[config.mk]
export PLATFORM = sky130hd
export DESIGN_NAME = sram_ctrl_flat
export DESIGN_NICKNAME = d
export VERILOG_FILES = /design/src/rtl/sram_ctrl_pkg.sv /design/src/rtl/sram_ctrl_if.sv /design/src/rtl/sram_phase_timer.sv /design/src/rtl/sram_ctrl.sv /design/src/flat_wrapper.sv
export SDC_FILE = /design/constraint.sdc
export NUM_CORES = 1
export LEC_CHECK = 0
export CELL_PAD_IN_SITES_DETAIL_PLACEMENT = 2
export CELL_PAD_IN_SITES_GLOBAL_PLACEMENT = 2
export CORE_MARGIN = 2
export CORE_UTILIZATION = 28
export CTS_BUF_LIST = sky130_fd_sc_hd__clkbuf_8 sky130_fd_sc_hd__clkbuf_16
export DETAILED_ROUTE_END_ITERATION = 8
export PLACE_DENSITY_LB_ADDON = 0.05
export SYNTH_ARGS = -nofsm -noshare
export SYNTH_HDL_FRONTEND = slang
export SYNTH_SLANG_ARGS = --single-unit
[constraint.sdc]
create_clock -name clk -period 3.97 [get_ports clk]
set_input_delay 1.191 -clock clk [delete_from_list [all_inputs] [get_ports clk]]
set_output_delay 1.191 -clock clk [all_outputs]
set_load 0.02 [all_outputs]
[src/rtl/sram_ctrl_pkg.sv]
// rtl/sram_ctrl_pkg.sv - shared types and default constants for the SRAM word controller
package sram_ctrl_pkg;

    typedef enum logic [1:0] {
        ST_IDLE = 2'd0,
        ST_LO   = 2'd1,
        ST_HI   = 2'd2,
        ST_DONE = 2'd3
    } state_t;

    typedef enum logic {
        OP_READ  = 1'b0,
        OP_WRITE = 1'b1
    } op_t;

    localparam int unsigned DEF_WAIT_CYCLES = 5;
    localparam int unsigned DEF_BASE_ADDR   = 1024;
    localparam int unsigned DEF_SRAM_AW     = 18;

endpackage

[src/rtl/sram_ctrl_if.sv]
// rtl/sram_ctrl_if.sv - MEM-stage word request bus between the pipeline and the SRAM controller
interface sram_ctrl_if;

    logic        rd_en;
    logic        wr_en;
    logic [31:0] address;
    logic [31:0] write_data;
    logic [31:0] read_data;
    logic        ready;

    modport master (
        output rd_en, wr_en, address, write_data,
        input  read_data, ready
    );

    modport slave (
        input  rd_en, wr_en, address, write_data,
        output read_data, ready
    );

endinterface

[src/rtl/sram_phase_timer.sv]
// rtl/sram_phase_timer.sv - per-phase wait counter, wraps to zero on its last count
module sram_phase_timer
    import sram_ctrl_pkg::*;
#(
    parameter int unsigned WAIT_CYCLES = DEF_WAIT_CYCLES,
    parameter int unsigned CW          = $clog2(WAIT_CYCLES)
) (
    input  logic          clk,
    input  logic          rst,
    input  logic          clear,
    input  logic          run,
    output logic [CW-1:0] count,
    output logic          last
);

    assign last = run && (count == CW'(WAIT_CYCLES - 1));

    always_ff @(posedge clk or posedge rst) begin
        if (rst) begin
            count <= '0;
        end else if (clear || last) begin
            count <= '0;
        end else if (run) begin
            count <= count + CW'(1);
        end
    end

endmodule

[src/rtl/sram_ctrl.sv]
// rtl/sram_ctrl.sv - 32-bit word access over a 16-bit SRAM in two timed phases
// Optional address range checking with addr_err: SRAM_CTRL_ADDR_CHECK_EN
module sram_ctrl
    import sram_ctrl_pkg::*;
#(
    parameter int unsigned WAIT_CYCLES = DEF_WAIT_CYCLES,
    parameter int unsigned BASE_ADDR   = DEF_BASE_ADDR,
    parameter int unsigned SRAM_AW     = DEF_SRAM_AW
) (
    input  logic               clk,
    input  logic               rst,
    sram_ctrl_if.slave         mem,
    output logic [SRAM_AW-1:0] sram_addr,
    output logic [15:0]        sram_dq_o,
    input  logic [15:0]        sram_dq_i,
    output logic               sram_dq_oe,
    output logic               sram_we_n
`ifdef SRAM_CTRL_ADDR_CHECK_EN
    ,
    output logic               addr_err
`endif
);

    localparam int unsigned CW = $clog2(WAIT_CYCLES);
    localparam int unsigned IW = SRAM_AW - 1;

    state_t        state;
    state_t        state_next;
    op_t           op_q;
    logic [31:0]   addr_q;
    logic [31:0]   wdata_q;
    logic [31:0]   read_data;
    logic [IW-1:0] index;
    logic [CW-1:0] count;
    logic          last;
    logic          run;
    logic          hi;
    logic          req;
    logic          ready;

    assign req   = mem.rd_en | mem.wr_en;
    assign run   = (state == ST_LO) || (state == ST_HI);
    assign hi    = (state == ST_HI);
    assign index = IW'((addr_q - BASE_ADDR) >> 2);

    assign mem.ready     = ready;
    assign mem.read_data = read_data;

`ifdef SRAM_CTRL_ADDR_CHECK_EN
    logic bad;
    logic err_q;
    assign bad = (mem.address < BASE_ADDR) || (mem.address[1:0] != 2'b00) ||
                 (((mem.address - BASE_ADDR) >> 2) >= (32'd1 << IW));
`endif

    sram_phase_timer #(
        .WAIT_CYCLES (WAIT_CYCLES),
        .CW          (CW)
    ) u_timer (
        .clk   (clk),
        .rst   (rst),
        .clear (~run),
        .run   (run),
        .count (count),
        .last  (last)
    );

    always_ff @(posedge clk or posedge rst) begin
        if (rst) begin
            state <= ST_IDLE;
        end else begin
            state <= state_next;
        end
    end

    always_comb begin
        state_next = state;
        case (state)
            ST_IDLE: begin
                if (req) begin
`ifdef SRAM_CTRL_ADDR_CHECK_EN
                    state_next = bad ? ST_DONE : ST_LO;
`else
                    state_next = ST_LO;
`endif
                end
            end
            ST_LO:   if (last) state_next = ST_HI;
            ST_HI:   if (last) state_next = ST_DONE;
            default: state_next = ST_IDLE;
        endcase
    end

    // SRAM pins decode from registered state only; ready alone looks at the live request
    always_comb begin
        ready      = 1'b0;
        sram_addr  = '0;
        sram_dq_o  = '0;
        sram_dq_oe = 1'b0;
        sram_we_n  = 1'b1;
`ifdef SRAM_CTRL_ADDR_CHECK_EN
        addr_err   = 1'b0;
`endif
        case (state)
            ST_IDLE: ready = ~req;
            ST_LO, ST_HI: begin
                sram_addr = {index, hi};
                if (op_q == OP_WRITE) begin
                    sram_dq_oe = 1'b1;
                    sram_dq_o  = hi ? wdata_q[31:16] : wdata_q[15:0];
                    sram_we_n  = ~(count < CW'(WAIT_CYCLES - 1));
                end
            end
            default: begin
                ready = 1'b1;
`ifdef SRAM_CTRL_ADDR_CHECK_EN
                addr_err = err_q;
`endif
            end
        endcase
    end

    always_ff @(posedge clk or posedge rst) begin
        if (rst) begin
            addr_q    <= '0;
            wdata_q   <= '0;
            op_q      <= OP_READ;
            read_data <= '0;
`ifdef SRAM_CTRL_ADDR_CHECK_EN
            err_q     <= 1'b0;
`endif
        end else begin
            if ((state == ST_IDLE) && req) begin
                addr_q  <= mem.address;
                wdata_q <= mem.write_data;
                op_q    <= mem.wr_en ? OP_WRITE : OP_READ;
            end
            if ((op_q == OP_READ) && last) begin
                if (hi) begin
                    read_data[31:16] <= sram_dq_i;
                end else begin
                    read_data[15:0] <= sram_dq_i;
                end
            end
`ifdef SRAM_CTRL_ADDR_CHECK_EN
            err_q <= (state == ST_IDLE) && req && bad;
`endif
        end
    end

endmodule

[src/flat_wrapper.sv]
// flat-port wrapper written by rule: the top's interface ports become plain ports
module sram_ctrl_flat import sram_ctrl_pkg::*;
#(
    parameter int unsigned WAIT_CYCLES = DEF_WAIT_CYCLES,
    parameter int unsigned BASE_ADDR   = DEF_BASE_ADDR,
    parameter int unsigned SRAM_AW     = DEF_SRAM_AW
)
  (clk, rst, sram_addr, sram_dq_o, sram_dq_i, sram_dq_oe, sram_we_n, mem_rd_en, mem_wr_en, mem_address, mem_write_data, mem_read_data, mem_ready);
  sram_ctrl_if mem_i ();
  input  logic clk;
  input  logic rst;
  output logic [SRAM_AW-1:0] sram_addr;
  output logic [15:0] sram_dq_o;
  input  logic [15:0] sram_dq_i;
  output logic sram_dq_oe;
  output logic sram_we_n;
  input wire logic [$bits(mem_i.rd_en)-1:0] mem_rd_en;
  input wire logic [$bits(mem_i.wr_en)-1:0] mem_wr_en;
  input wire logic [$bits(mem_i.address)-1:0] mem_address;
  input wire logic [$bits(mem_i.write_data)-1:0] mem_write_data;
  output wire logic [$bits(mem_i.read_data)-1:0] mem_read_data;
  output wire logic [$bits(mem_i.ready)-1:0] mem_ready;
  assign mem_i.rd_en = mem_rd_en;
  assign mem_i.wr_en = mem_wr_en;
  assign mem_i.address = mem_address;
  assign mem_i.write_data = mem_write_data;
  assign mem_read_data = mem_i.read_data;
  assign mem_ready = mem_i.ready;
  sram_ctrl #(.WAIT_CYCLES(WAIT_CYCLES), .BASE_ADDR(BASE_ADDR), .SRAM_AW(SRAM_AW)) u_core (.clk(clk), .rst(rst), .mem(mem_i), .sram_addr(sram_addr), .sram_dq_o(sram_dq_o), .sram_dq_i(sram_dq_i), .sram_dq_oe(sram_dq_oe), .sram_we_n(sram_we_n));
endmodule
==> impl_results.html <==
<h2>Implementation results</h2>
<table>
<tr><th>Metric</th><th>Value</th></tr>
<tr><th colspan="2">Run status</th></tr>
<tr><td>Status</td><td>complete, no violations</td></tr>
<tr><th colspan="2">Cells and area</th></tr>
<tr><td>Sequential share of cell area</td><td>37.1%</td></tr>
<tr><td>Final non-clock buffer share</td><td>24.5%</td></tr>
<tr><td>Share of the final layout cell area in multi-input gates</td><td>27.2%</td></tr>
<tr><td>Final Non-Filler Cells</td><td>607</td></tr>
<tr><td>Registers with the most flip-flops</td><td>u_core.mem.read_data: 32 flops, u_core.wdata_q: 32 flops, u_core.addr_q: 17 flops</td></tr>
<tr><td>Inverter count</td><td>9</td></tr>
<tr><td>Comb gate area</td><td>1600 sq um</td></tr>
<tr><td>Growth of design area from synthesis to finish</td><td>51.7%</td></tr>
<tr><td>Fillers</td><td>1,361</td></tr>
<tr><td>Fraction of the core area covered by cells at the end of the flow</td><td>44.0%</td></tr>
<tr><td>Total number of sequential cells</td><td>87</td></tr>
<tr><td>Multi-input logic cell count</td><td>175</td></tr>
<tr><td>Share of layout cells above drive strength 1</td><td>26.0%</td></tr>
<tr><td>Nets@finish</td><td>516</td></tr>
<tr><th colspan="2">CTS</th></tr>
<tr><td>Clk root buf</td><td>clkbuf_16</td></tr>
<tr><td>Post-cts sizing count</td><td>0</td></tr>
<tr><td>Quantity of hold-fixing buffers added after cts</td><td>0</td></tr>
<tr><td>TritonCTS Sinks</td><td>87</td></tr>
<tr><td>CTS Buffer Depth</td><td>2</td></tr>
<tr><th colspan="2">Timing</th></tr>
<tr><td>Final hold viol count</td><td>0</td></tr>
<tr><td>Total count of max-transition violations in the final report</td><td>0</td></tr>
<tr><td>Post-Route Setup TNS</td><td>0 ps</td></tr>
<tr><td>Final worst path period share</td><td>97.6%</td></tr>
<tr><td>Final Worst Setup Slack</td><td>94.2 ps</td></tr>
<tr><td>Worst Max-Slew Pin Slew</td><td>845 ps</td></tr>
<tr><td>Final setup vio count</td><td>0</td></tr>
<tr><td>Setup repair after global routing missed its margin</td><td>false</td></tr>
<tr><th colspan="2">Power and ir drop</th></tr>
<tr><td>Part of the total power dissipated in sequential elements</td><td>29.0%</td></tr>
<tr><td>Power share of the clock group</td><td>22.7%</td></tr>
<tr><td>Group with the largest share of power</td><td>combinational logic</td></tr>
<tr><td>Switch share</td><td>34.1%</td></tr>
<tr><td>PnR Total Power</td><td>5.09 mW</td></tr>
<tr><td>Seq. pwr</td><td>1.48 mW</td></tr>
<tr><td>Int Pwr</td><td>3.35 mW</td></tr>
<tr><td>Comb power frac</td><td>48.2%</td></tr>
<tr><th colspan="2">Drt</th></tr>
<tr><td>Final antenna-violating net count</td><td>0</td></tr>
<tr><td>Average vias per placed instance</td><td>4.55</td></tr>
<tr><td>Met1 wire length</td><td>4.09 mm</td></tr>
<tr><td>DRC marker count from the first detailed-route iteration</td><td>59</td></tr>
<tr><td>WL per Instance</td><td>16.3 um</td></tr>
<tr><td>Detailed-route DRC error count</td><td>0</td></tr>
<tr><th colspan="2">Setup path</th></tr>
<tr><td>Crit path buf inv count</td><td>2</td></tr>
<tr><td>R2R Setup Slk</td><td>1640 ps</td></tr>
<tr><td>Required time worst endpoint</td><td>2780 ps</td></tr>
<tr><td>Slowest cell on crit path</td><td>clkdlybuf4s50_1</td></tr>
<tr><td>Worst endpoint data arrival time</td><td>2680 ps</td></tr>
<tr><td>FF-to-FF Start</td><td>u_core.state[1]$_DFFE_PP0P_</td></tr>
<tr><th colspan="2">Yosys</th></tr>
<tr><td>Synthesis Warnings</td><td>0</td></tr>
<tr><td>Post-synthesis sequential area ratio</td><td>56.2%</td></tr>
<tr><td>Simple Share, Synth</td><td>7.30%</td></tr>
<tr><td>Multiplexer area fraction after synthesis</td><td>28.0%</td></tr>
<tr><td>Area fraction in xor and xnor cells</td><td>0.452%</td></tr>
<tr><td>Flip-flops with a built-in enable</td><td>0</td></tr>
<tr><td>Dominant flop cell</td><td>dfrtp_1</td></tr>
<tr><td>Area fraction of the dominant cell type after synthesis</td><td>56.2%</td></tr>
<tr><td>Combined area of all synthesized cells</td><td>3870 sq um</td></tr>
<tr><td>Number of instances in the synthesized netlist</td><td>286</td></tr>
<tr><td>Post-synthesis cell type count</td><td>37</td></tr>
<tr><th colspan="2">GRT</th></tr>
<tr><td>Fraction of met1 tracks used by global routing</td><td>17.2%</td></tr>
<tr><td>Number of global-route vias before repair</td><td>3,178</td></tr>
<tr><th colspan="2">Job</th></tr>
<tr><td>OpenROAD warnings</td><td>44</td></tr>
<tr><td>Max-capacitance violation count</td><td>0</td></tr>
<tr><th colspan="2">Worst hold path</th></tr>
<tr><td>Hold-critical path endpoint</td><td>u_core.addr_q[8]$_DFFE_PP0P_</td></tr>
<tr><td>Critical hold path startpoint</td><td>u_core.addr_q[8]$_DFFE_PP0P_</td></tr>
<tr><td>Instance count along the most critical hold path</td><td>1</td></tr>
<tr><th colspan="2">Die</th></tr>
<tr><td>Tap cells</td><td>176</td></tr>
<tr><td>Floorplan utilization</td><td>29.0%</td></tr>
<tr><th colspan="2">Place</th></tr>
<tr><td>Worst Setup Slack post-DPL</td><td>90.4 ps</td></tr>
<tr><td>Total cell area at the placement stage</td><td>5460 sq um</td></tr>
<tr><td>Final HPWL from detailed placement</td><td>6.84 mm</td></tr>
</table>
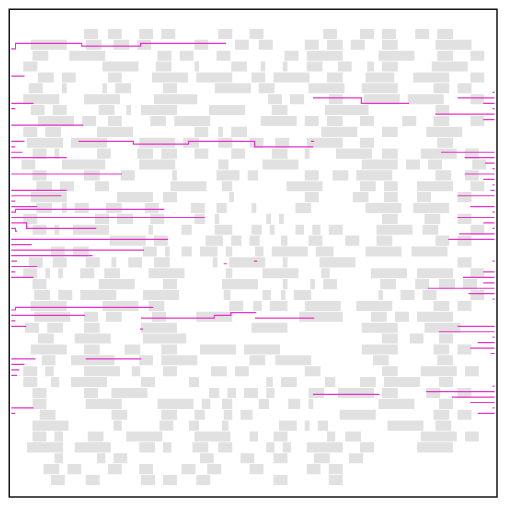
met3.png
(4 px per um)
share of all routed wire: 8.4%
main direction: horizontal
wire length on this layer: 835 um
longest straight run: 48.1 um
nets with wire on the layer: 78
global-route met3 utilization: 6.55%
sum of routed wire length over all layers: 9.90 mm
total number of vias: 2,759

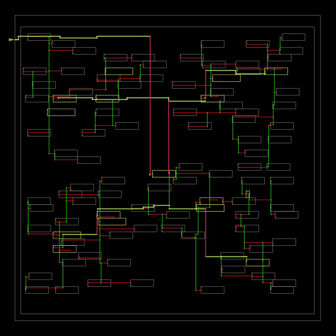
final_clocks.png
tally of clock buffers in the finished layout: 9
clock group total power: 1.16 mW
Fin Clk Skew: 4.19 ps

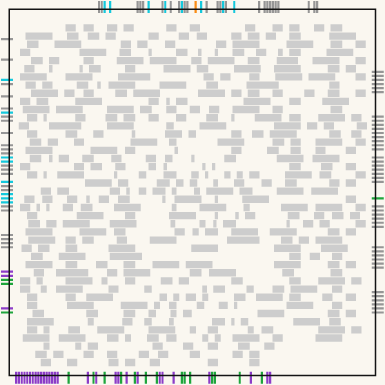
pins.png
(3 px per um) Pins as bars across the die edge, other pins in gray.
legend:
  orange:
    port: mem_wr_en
    pins: 1
    direction: input
    edge: top
  green:
    port: sram_addr
    pins: 18
    direction: output
    edge: 14 bottom, 3 left, 1 right
  purple:
    port: mem_address
    pins: 32
    direction: input
    edge: 29 bottom, 3 left
  cyan:
    port: sram_dq_o
    pins: 16
    direction: output
    edge: 8 top, 8 left
all pins by edge: 43 bottom, 41 right, 36 left, 33 top
die span in y: 122 um
number of port buffers: 137
die outline width: 122 um

Power figures rest on the tool's default switching activity, not on a simulated workload.
